run_1/cell_classes.png
(2 px per µm) Fill, decap, tap and diode cells in gray.
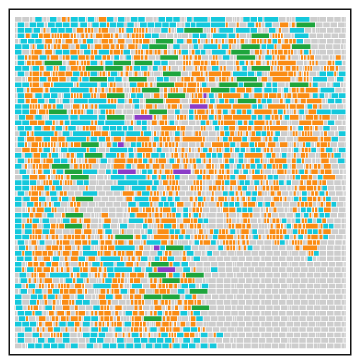
run_1/clock_map.png
(3 px per µm)
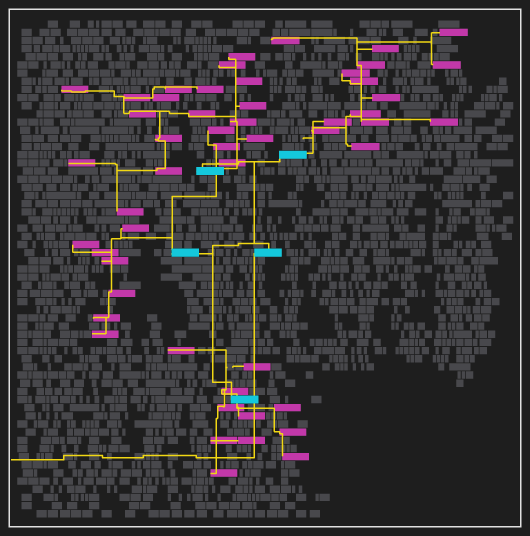
run_1/zoom.png
Region (72, 74) to (97, 99) µm. Cells in gray, sequential cells in the stronger gray; small squares are vias.
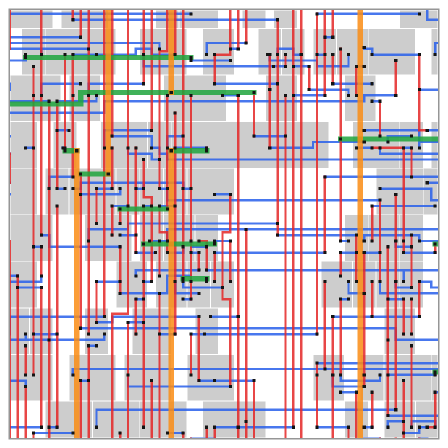
**config.mk**
```make
export PLATFORM = sky130hd
export DESIGN_NAME = axi_read_rr_arbiter
export DESIGN_NICKNAME = d
export VERILOG_FILES = /design/src/rtl/axi_read_rr_arbiter_pkg.sv /design/src/rtl/axi_read_rr_arbiter_rr_picker.sv /design/src/rtl/axi_read_rr_arbiter.sv
export SDC_FILE = /design/constraint.sdc
export NUM_CORES = 1
export LEC_CHECK = 0
export ABC_AREA = 1
export ABC_CLOCK_PERIOD_IN_PS = 3570
export CAP_MARGIN = 30
export CORE_AREA = 2 2 168 170
export DETAILED_ROUTE_END_ITERATION = 8
export DIE_AREA = 0 0 170 172
export HOLD_SLACK_MARGIN = 0.03
export MAX_ROUTING_LAYER = met4
export PLACE_DENSITY = 0.66
export SLEW_MARGIN = 20
export SYNTH_ARGS = -nofsm -noshare
export SYNTH_HDL_FRONTEND = slang
export SYNTH_SLANG_ARGS = --single-unit
```
**constraint.sdc**
```tcl
create_clock -name clk -period 3.57 [get_ports clk]
set_input_delay 0.357 -clock clk [delete_from_list [all_inputs] [get_ports clk]]
set_output_delay 0.357 -clock clk [all_outputs]
set_load 0.1 [all_outputs]
```
**src/rtl/axi_read_rr_arbiter_pkg.sv**
```systemverilog
// Shared types and constants for the AXI read-channel arbiter.
// Holds the AR state encoding and the AXI ID width.
package axi_read_rr_arbiter_pkg;

   localparam int AXI_ID_WIDTH = 4;

   typedef enum logic [0:0] {
      IDLE = 1'b0,
      ADDR = 1'b1
   } ar_state_e;

   // every master index must be expressible as an ARID
   function automatic bit masters_fit(input int masters);
      return (masters >= 2) && (masters <= (2 ** AXI_ID_WIDTH));
   endfunction

endpackage

```
**src/rtl/axi_read_rr_arbiter_rr_picker.sv**
```systemverilog
// Combinational round-robin picker.
// Returns the first requester at or after ptr, wrapping at N.
module rr_picker #(
   parameter int N  = 9,
   parameter int IW = $clog2(N)
) (
   input  logic [N-1:0]  req,
   input  logic [IW-1:0] ptr,
   output logic [IW-1:0] grant,
   output logic          found
);

   // scan N slots starting at ptr, first hit wins
   always_comb begin
      logic [IW:0] idx;
      found = 1'b0;
      grant = '0;
      idx   = '0;
      for (int i = 0; i < N; i++) begin
         idx = {1'b0, ptr} + (IW+1)'(i);
         if (idx >= (IW+1)'(N))
            idx = idx - (IW+1)'(N);
         if (!found && req[idx[IW-1:0]]) begin
            found = 1'b1;
            grant = idx[IW-1:0];
         end
      end
   end

endmodule

```
**src/rtl/axi_read_rr_arbiter.sv**
```systemverilog
// Round-robin AXI read arbiter: one burst per master, ARID = index.
// R beats are steered back to the owning master by RID.
module axi_read_rr_arbiter
   import axi_read_rr_arbiter_pkg::*;
#(
   parameter int MASTERS    = 9,
   parameter int ADDR_WIDTH = 26,
   parameter int DATA_WIDTH = 32,
   parameter int MAX_OUT    = 4
) (
   input  logic                          clk,
   input  logic                          rst,
   input  logic [MASTERS-1:0]            m_arvalid,
   output logic [MASTERS-1:0]            m_arready,
   input  logic [MASTERS*ADDR_WIDTH-1:0] m_araddr,
   input  logic [MASTERS*4-1:0]          m_arlen,
   output logic [MASTERS-1:0]            m_rvalid,
   output logic [MASTERS-1:0]            m_rlast,
   output logic [DATA_WIDTH-1:0]         m_rdata,
   input  logic [MASTERS-1:0]            m_rready,
   output logic                          ARVALID,
   input  logic                          ARREADY,
   output logic [AXI_ID_WIDTH-1:0]       ARID,
   output logic [3:0]                    ARLEN,
   output logic [ADDR_WIDTH-1:0]         ARADDR,
   input  logic                          RVALID,
   output logic                          RREADY,
   input  logic                          RLAST,
   input  logic [AXI_ID_WIDTH-1:0]       RID,
   input  logic [DATA_WIDTH-1:0]         RDATA,
   output logic [MASTERS-1:0]            busy,
   output logic                          id_err
);

   localparam int IW  = $clog2(MASTERS);
   localparam int OW  = $clog2(MAX_OUT + 1);
   localparam int IDN = 2 ** AXI_ID_WIDTH;

   if (!masters_fit(MASTERS)) begin : g_bad_masters
      $error("MASTERS does not fit in the AXI ID space");
   end

   ar_state_e               state;
   logic [IW-1:0]           ptr;
   logic [IW-1:0]           gnt_q;
   logic [IW-1:0]           pick;
   logic                    found;
   logic [MASTERS-1:0]      busy_q;
   logic [OW-1:0]           outst;
   logic [ADDR_WIDTH-1:0]   araddr_q;
   logic [3:0]              arlen_q;
   logic                    id_err_q;
   logic                    ar_hs;
   logic                    can_grant;
   logic                    rid_ok;
   logic                    r_done;
   logic [IDN-1:0]          busy_ext;
   logic [IDN-1:0]          rready_ext;

   rr_picker #(
      .N  (MASTERS),
      .IW (IW)
   ) u_pick (
      .req   (m_arvalid & ~busy_q),
      .ptr   (ptr),
      .grant (pick),
      .found (found)
   );

   assign can_grant = outst < OW'(MAX_OUT);
   assign ARVALID   = (state == ADDR);
   assign ar_hs     = ARVALID && ARREADY;
   assign ARID      = AXI_ID_WIDTH'(gnt_q);
   assign ARADDR    = araddr_q;
   assign ARLEN     = arlen_q;
   assign busy      = busy_q;
   assign id_err    = id_err_q;

   // RID is only trusted when it names a master with a live burst
   assign busy_ext   = IDN'(busy_q);
   assign rready_ext = IDN'(m_rready);
   assign rid_ok     = busy_ext[RID];
   assign RREADY     = rid_ok ? rready_ext[RID] : 1'b1;
   assign r_done     = rid_ok && RVALID && RREADY && RLAST;
   assign m_rdata    = RDATA;

   // per-master acceptance pulse and R steering
   always_comb begin
      for (int i = 0; i < MASTERS; i++) begin
         m_arready[i] = ar_hs && (gnt_q == IW'(i));
         m_rvalid[i]  = rid_ok && RVALID &&
                        (RID == AXI_ID_WIDTH'(i));
         m_rlast[i]   = rid_ok && RVALID && RLAST &&
                        (RID == AXI_ID_WIDTH'(i));
      end
   end

   // AR FSM: pick a winner in IDLE, hold the request in ADDR
   always_ff @(posedge clk or posedge rst) begin
      if (rst) begin
         state    <= IDLE;
         gnt_q    <= '0;
         araddr_q <= '0;
         arlen_q  <= '0;
      end else begin
         unique case (state)
            IDLE: begin
               if (found && can_grant) begin
                  state    <= ADDR;
                  gnt_q    <= pick;
                  araddr_q <= m_araddr[int'(pick)*ADDR_WIDTH +: ADDR_WIDTH];
                  arlen_q  <= m_arlen[int'(pick)*4 +: 4];
               end
            end
            ADDR: begin
               if (ARREADY)
                  state <= IDLE;
            end
         endcase
      end
   end

   // burst tracking: busy bits, outstanding count, rr pointer
   always_ff @(posedge clk or posedge rst) begin
      if (rst) begin
         busy_q <= '0;
         outst  <= '0;
         ptr    <= '0;
      end else begin
         for (int i = 0; i < MASTERS; i++) begin
            if (ar_hs && (gnt_q == IW'(i)))
               busy_q[i] <= 1'b1;
            else if (r_done && (RID == AXI_ID_WIDTH'(i)))
               busy_q[i] <= 1'b0;
         end
         unique case ({ar_hs, r_done})
            2'b10:   outst <= outst + OW'(1);
            2'b01:   outst <= outst - OW'(1);
            default: outst <= outst;
         endcase
         if (ar_hs)
            ptr <= (gnt_q == IW'(MASTERS-1)) ? '0 : gnt_q + IW'(1);
      end
   end

   // sticky flag for beats nobody owns
   always_ff @(posedge clk or posedge rst) begin
      if (rst)
         id_err_q <= 1'b0;
      else if (RVALID && !rid_ok)
         id_err_q <= 1'b1;
   end

endmodule

```
==> datasheet_impl.txt, run 1 <==
Physical implementation characteristics

Parameter                              Value

Final layout
  Relative area change from synthesis to final layout    96.9%

CTS
  Clock sink count    about 52
  Longest Clk Path Bufs    2
  Count of cells resized by post-cts repair    between 100 and 150
  Clock buffers created by TritonCTS    5
  Number of hold buffers added after cts    0
  Cell chosen for the clock root    clkbuf_16

Placed design
  DPL Wire Length    34100 µm
  Routability-driven placement congestion ratio    0.964
  Cell Area, Placed    roughly 14000 µm²
  Setup WS pre-CTS    -390 ps

Floorplanning
  Number of placement rows    roughly 61

STA
  Total of endpoints with negative setup slack in the final report    32
  Hold Slack    402 ps
  RSZ-0062 raised after global routing    yes
  Count of final max-slew check failures    0
  Crit path setup slack, layout    -278 ps
  Max-Slew Margin vs Limit    0.299

Worst setup path
  Total number of cells along the worst setup path    25
  Launch point of the worst path    ptr[2]
  Flop-to-flop setup slack    -280 ps
  CP Data Arrival Time    between 4000 and 5000 ps
  Crit path buffers/inverters    5
  Source of the worst register-to-register timing path    ptr[2]

Yosys
  Distinct lib cells used    50
  Total of warnings raised by yosys    0
  Flops out of synthesis    52
  Synth Area in Compound Gates    0.0936
  Net count after synthesis    1833
  Sequential fraction of the synthesis area    0.156
  Xor/xnor cell area share of the yosys netlist    0.0135
  Dominant kind of combinational cell    simple AND/OR/NAND/NOR gates

GRT
  Layer with the highest usage    met2
  Grt ovf    0

Routing
  Count of unresolved DRC violations after routing    0
  WL final    46500 µm
  Via total after detailed routing    around 13000
  Met1 wire length    17900 µm
  Iteration-0 DRC Markers    1064

Job
  Number of max-capacitance violations reported    0

Run status
  Outcome    complete, but fails checks
  Violations in the final reports    negative setup slack
## Picture notes: cell_classes.png
| class | color | cells | share of their area |
|---|---|---|---|
| flops | green | 52 | 8.2% |
| all other logic | orange | 1326 | 50% |
| clock drivers and dummy loads | purple | 8 | 0.92% |
| other buffers and delay cells | cyan | 642 | 41% |

## Picture notes: clock_map.png
[flip-flops] magenta | count: 52
[cells driving clock nets] cyan | count: 5
[clock wires] yellow | length: 1010 µm
routed clock nets: 6
Layout Skew: 14.2 ps
worst skew pair latency: 320 ps

## Picture notes: zoom.png
| layer | color |
|---|---|
| met3 | green |
| met2 | red |
| met1 | blue |
| met4 | orange |
sequential cells in the window: 0
most frequent: nand2_1 (20), buf_4 (15), nand3_1 (10)
cells with their middle in the window: 66

-- run 1: synthesized netlist by cell type (all sizes together) --
cell type / n / area share
a21o: 1 / 0.00090
clkinv: 2 / 0.00090
xor2: 8 / 0.0093
o211ai: 10 / 0.0090
and3: 1 / 0.00075
dfrtp: 52 / 0.16
a22oi: 2 / 0.0018
fa: 1 / 0.0024
o21bai: 7 / 0.0063
a31oi: 4 / 0.0055
o2111ai: 2 / 0.0021
inv: 186 / 0.085
o22ai: 6 / 0.0045
buf: 79 / 0.062
ha: 26 / 0.039
nand2: 466 / 0.21
o21ai: 56 / 0.035
or2: 18 / 0.014
nor4: 3 / 0.0022
nand3: 336 / 0.21
a21oi: 45 / 0.028
clkbuf: 23 / 0.010
nand4: 17 / 0.016
o21a: 1 / 0.00090
nor2: 57 / 0.029
xnor2: 4 / 0.0042
nand3b: 50 / 0.045
nor3: 14 / 0.0084
-- run 1: state kept, by name, indices dropped and copies added (netlist names) --
signal   count
outst        3
ARID         4
ARADDR      26
ptr          4
ARVALID      1
busy         9
id_err       1
ARLEN        4
-- run 1: cell type report --
cell class / count / share of cell area
Timing Repair Buffer: 642 / 0.399
Clock buffer: 5 / 0.00759
Clock inverter: 3 / 0.00137
Tap cell: 346 / 0.0263
Inverter: 188 / 0.0444
Timing Repair inverter: 2 / 0.000683
Multi-Input combinational cell: 1136 / 0.440
Sequential cell: 52 / 0.0801
Antenna cell: 7 / 0.00106
-- run 1: layout by cell type, fill, tap and decap left out, types with 27 or more instances in the layout --
cell type,count
dfrtp_1,39
nand3_1,195
nand2_4,29
inv_1,163
clkdlybuf4s50_1,340
nand2_1,364
nand2_2,73
o21ai_0,27
nand3b_1,50
nand3_2,133
nor2_1,44
buf_12,31
buf_4,228
a21oi_1,35
==> inputs of run 2 (changes only) <==
--- a/config.mk
+++ b/config.mk
@@ -6,7 +6,6 @@
 export NUM_CORES = 1
 export LEC_CHECK = 0
 export ABC_AREA = 1
-export ABC_CLOCK_PERIOD_IN_PS = 3570
 export CAP_MARGIN = 30
 export CORE_AREA = 2 2 168 170
 export DETAILED_ROUTE_END_ITERATION = 8
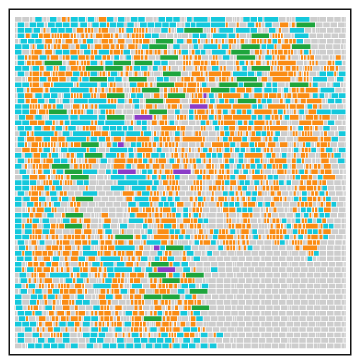
run_2/cell_classes.png
(2 px per µm) Fill, decap, tap and diode cells in gray.
| class | color | cells | share of their area |
|---|---|---|---|
| other buffers and delay cells | cyan | 642 | 41% |
| all other logic | orange | 1326 | 50% |
| clock drivers and dummy loads | purple | 8 | 0.92% |
| flops | green | 52 | 8.2% |

==> run 2 against run 1 <==
The run still ends with negative setup slack left. Highest routed layer unchanged. Critical endpoint unchanged. Cell count unchanged. Clock-buffer cell count unchanged. Final area unchanged. Register-to-register slack about the same. Sequential cell count unchanged. Via count unchanged. First-iteration DRC count unchanged.
==> datasheet_impl.txt, run 2 <==
Physical implementation characteristics

Parameter                              Value

Yosys
  Proportion of netlist area held by the largest area contributor    0.201
  Cells taking the most area after synthesis    nand2_1 20%, nand3_1 20%, dfrtp_1 16%
  Flops out of synthesis    52
  Synth area leader    nand2_1
  Total of warnings raised by yosys    0
  Distinct lib cells used    50
  Async SR Flop Fraction    1.00
  Sequential fraction of the synthesis area    0.156
  Net count after synthesis    1833
  Most used flip-flop cell    dfrtp_1
  Cell types with the highest counts after synthesis    447 x nand2_1, 329 x nand3_1, 175 x inv_1

Floorplanning
  Number of placement rows    around 61
  N_taps    around 350

CTS
  Longest Clk Path Bufs    2
  Worst skew pair latency    between 300 and 400 ps

Final layout
  Buffers excl. clock    ~640
  Largest cell class    logic gates
  Clk cell area share    0.00896
  Flip-flop count of the largest register after layout    26
  Non-clock inverters    between 150 and 200

STA
  Max-Slew Margin vs Limit    0.299
  Crit path setup slack, layout    -278 ps
  Count of final max-slew check failures    0
  Total of endpoints with negative setup slack in the final report    32
  Layout Skew    14.2 ps

Placed design
  Setup WS pre-CTS    -390 ps
  Routability-driven placement congestion ratio    between 0.9 and 1
  DPL Wire Length    approximately 34000 µm

GRT
  Grt ovf    0
  Layer with the highest usage    met2

Job
  Number of max-capacitance violations reported    0

Worst setup path
  Total number of cells along the worst setup path    25
  Launch point of the worst path    ptr[2]
  Flop-to-flop setup slack    -280 ps

Run status
  Outcome    complete, but fails checks
  Violations in the final reports    negative setup slack

Routing
  WL final    roughly 47000 µm
  Count of unresolved DRC violations after routing    0
  Iteration-0 DRC Markers    1064
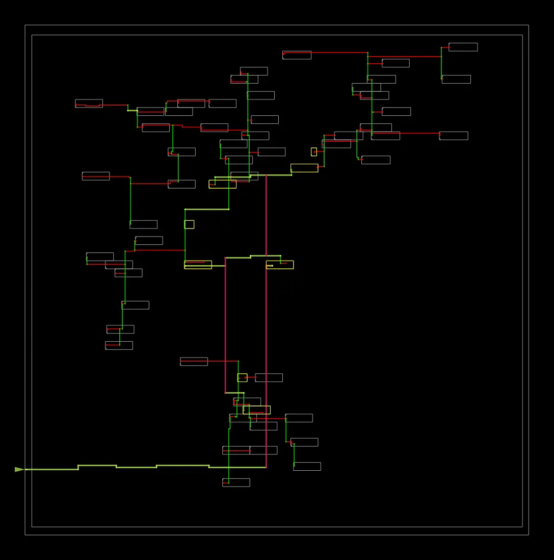
run_2/final_clocks.png
clock buffer instance count of the final layout: 5
clock buffers created by TritonCTS: 5
clock sink count: 52
count of flip-flops and latches: 52

[run 2: cell counts after synthesis]
No cell type changed its count.
[run 2: worst register-to-register path, stage by stage, from the launching register on]
cell,delay (ps)
dfrtp_4,590
inv_8,130
ha_4,140
nand2_2,60
nand2_2,90
xor2_2,260
nand2_1,90
o21ai_0,90
buf_4,150
nand2_1,60
nand2_2,130
nand3_4,130
nor2_8,150
nand4_4,140
nor2_4,190
nand3_4,100
or2_4,300
o21ai_4,100
buf_12,160
buf_8,120
clkbuf_16,170
nand2_1,70
nand3_1,80
nand3_1,80
nand3_1,110
a21oi_2,60
[run 2: cells by family (layout without fill, tap and decap cells)]
kind of cell | count (synthesis) | count (layout) | synth area share
and+or+nand+nor | 962 | 963 | 0.538
buffers and inverters | 290 | 840 | 0.158
AOI/OAI and AO/OA | 134 | 134 | 0.0936
DFF | 52 | 52 | 0.156
adders and majority gates | 27 | 27 | 0.0413
xor gates and xnor gates | 12 | 12 | 0.0135
other | 0 | 7 | 0
[run 2: stage by stage]
stage | hold WS, ps | area [µm²] | setup TNS [ps]
finish | 402 | 16500 | -6340
global route | 435 | 16500 | -11550
CTS | 433 | 15100 | -3290
detailed placement | 469 | 14000 | -10200
global placement | 463 | 13800 | -9420
floorplan | 446 | 8470 | -4220
[run 2: routing by layer]
metal	vias to the layer above	share of wire
li1	5898	-
met1	5875	0.39
met3	154	0.075
met5	-	0
met2	667	0.48
met4	0	0.058
==> inputs of run 3 (changes only) <==
--- a/config.mk
+++ b/config.mk
@@ -5,11 +5,10 @@
 export SDC_FILE = /design/constraint.sdc
 export NUM_CORES = 1
 export LEC_CHECK = 0
-export ABC_AREA = 1
 export CAP_MARGIN = 30
-export CORE_AREA = 2 2 168 170
+export CORE_AREA = 2 2 170 172
 export DETAILED_ROUTE_END_ITERATION = 8
-export DIE_AREA = 0 0 170 172
+export DIE_AREA = 0 0 172 174
 export HOLD_SLACK_MARGIN = 0.03
 export MAX_ROUTING_LAYER = met4
 export PLACE_DENSITY = 0.66
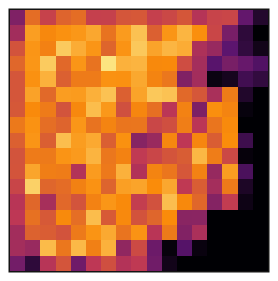
run_3/density.png
(1.5 px per µm) The die is cut into 17 by 17 equal tiles; black is low, pale yellow is high, 0 to 100% covered.
fullest tile: 94%
tiles over 75% full: 25%
emptiest ninth of the die: south-east
nearly empty tiles: 10%
mean over tiles: 54%

==> run 3 against run 2 <==
Core utilization is 0.59 points lower. First-iteration DRC count is 11% lower. Sequential share of layout area is 0.20 points lower. Synthesized cell count is 24% lower. Clock skew is 3.6 ps lower. Maximum frequency is 14% lower. Largest cell class unchanged. Clock-buffer cell count is 2 higher. Via count is 6.9% lower. The flow still finishes with violations (negative setup slack). Register-to-register slack worse by 650 ps.
==> datasheet_impl.txt, run 3 <==
Physical implementation characteristics

Parameter                              Value

Routing
  Via total after detailed routing    11720
  Iteration-0 DRC Markers    ~950
  Count of unresolved DRC violations after routing    0
  WL final    47700 µm

Yosys
  Area fraction in and, or, nand and nor cells    0.212
  Xor/xnor cell area share of the yosys netlist    0.0256
  Most used flip-flop cell    dfrtp_1
  Cells taking the most area after synthesis    dfrtp_1 15%, mux2i_1 12%, mux2_2 6.7%
  Dominant kind of combinational cell    AND-OR/OR-AND gates
  Cell types with the highest counts after synthesis    104 x mux2i_1, 82 x a21oi_1, 76 x nor2_1
  Top cell type by instance count after synthesis    mux2i_1
  Post-synth tally of flip-flops with integrated enable    0
  Total of warnings raised by yosys    0

Placed design
  Routability-driven placement congestion ratio    ~1.0

Final layout
  Relative area change from synthesis to final layout    90.7%

STA
  Crit path setup slack, layout    -927 ps
  Max-Slew Margin vs Limit    0.300
  Total of endpoints with negative setup slack in the final report    35

Run status
  Violations in the final reports    negative setup slack
  Outcome    complete, but fails checks
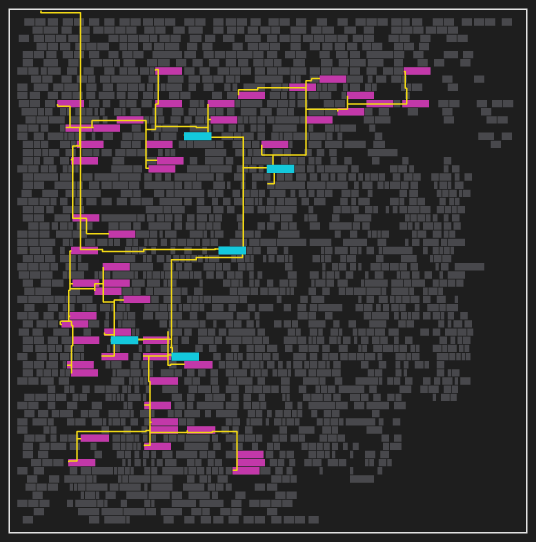
run_3/clock_map.png
(3 px per µm)
[flip-flops] magenta | count: 52
[clock wires] yellow | length: 864 µm
[cells driving clock nets] cyan | count: 5
routed clock nets: 6
worst skew pair latency: 310 ps
Layout Skew: 10.6 ps

[run 3: netlist changes by cell type after synthesis, moves of 27 or more]
cell,before,now
nand2b_1,0,36
nand2_1,447,61
mux2i_1,0,104
a21oi_1,43,82
o221ai_1,0,31
nor2b_1,0,41
nand3b_1,50,4
a211oi_1,0,27
mux2_2,0,52
nand3_1,329,21
inv_1,175,25
[run 3: repair_timing]
| item | 4_1_cts | 5_1_grt |
|---|---|---|
| endpoints found under the setup margin | 35 | 35 |
| gates resized | 95 | 72 |
| hold buffers | 0 | 0 |
| cloned | 3 | 1 |
| pin swaps | 21 | 9 |
| buffers inserted | 30 | 5 |
[run 3: cell type report]
cell class / count / area (µm²)
multi-input combinational: 927 / 7710
sequential: 52 / 1310
clock inverter: 1 / 7.51
timing repair buffer: 725 / 6990
clock buffer: 7 / 143
antenna: 4 / 10.0
inverter: 26 / 113
tap: 384 / 480
fill: 2471 / 11500
[run 3: path summary, 6_finish.rpt]
check | from | end | slack [ps] | depth (start not counted)
hold / removal | outst[0] | outst[0] | 480 | 1
max in group asynchronous | rst | ARADDR[5] | 2260 | 3
setup / recovery | ptr[1] | ARADDR[6] | -930 | 21
min in group asynchronous | rst | id_err | 540 | 2
hold reg to reg | outst[0] | outst[0] | 480 | 1
setup reg to reg | ptr[1] | ARADDR[6] | -930 | 21
[run 3: metal layers]
layer,track usage,up-vias,share of wire
met3,0.0549,83,0.073
met1,0.389,5631,0.40
met5,-,-,0
met2,0.512,526,0.48
li1,-,5480,-
met4,0.132,0,0.044
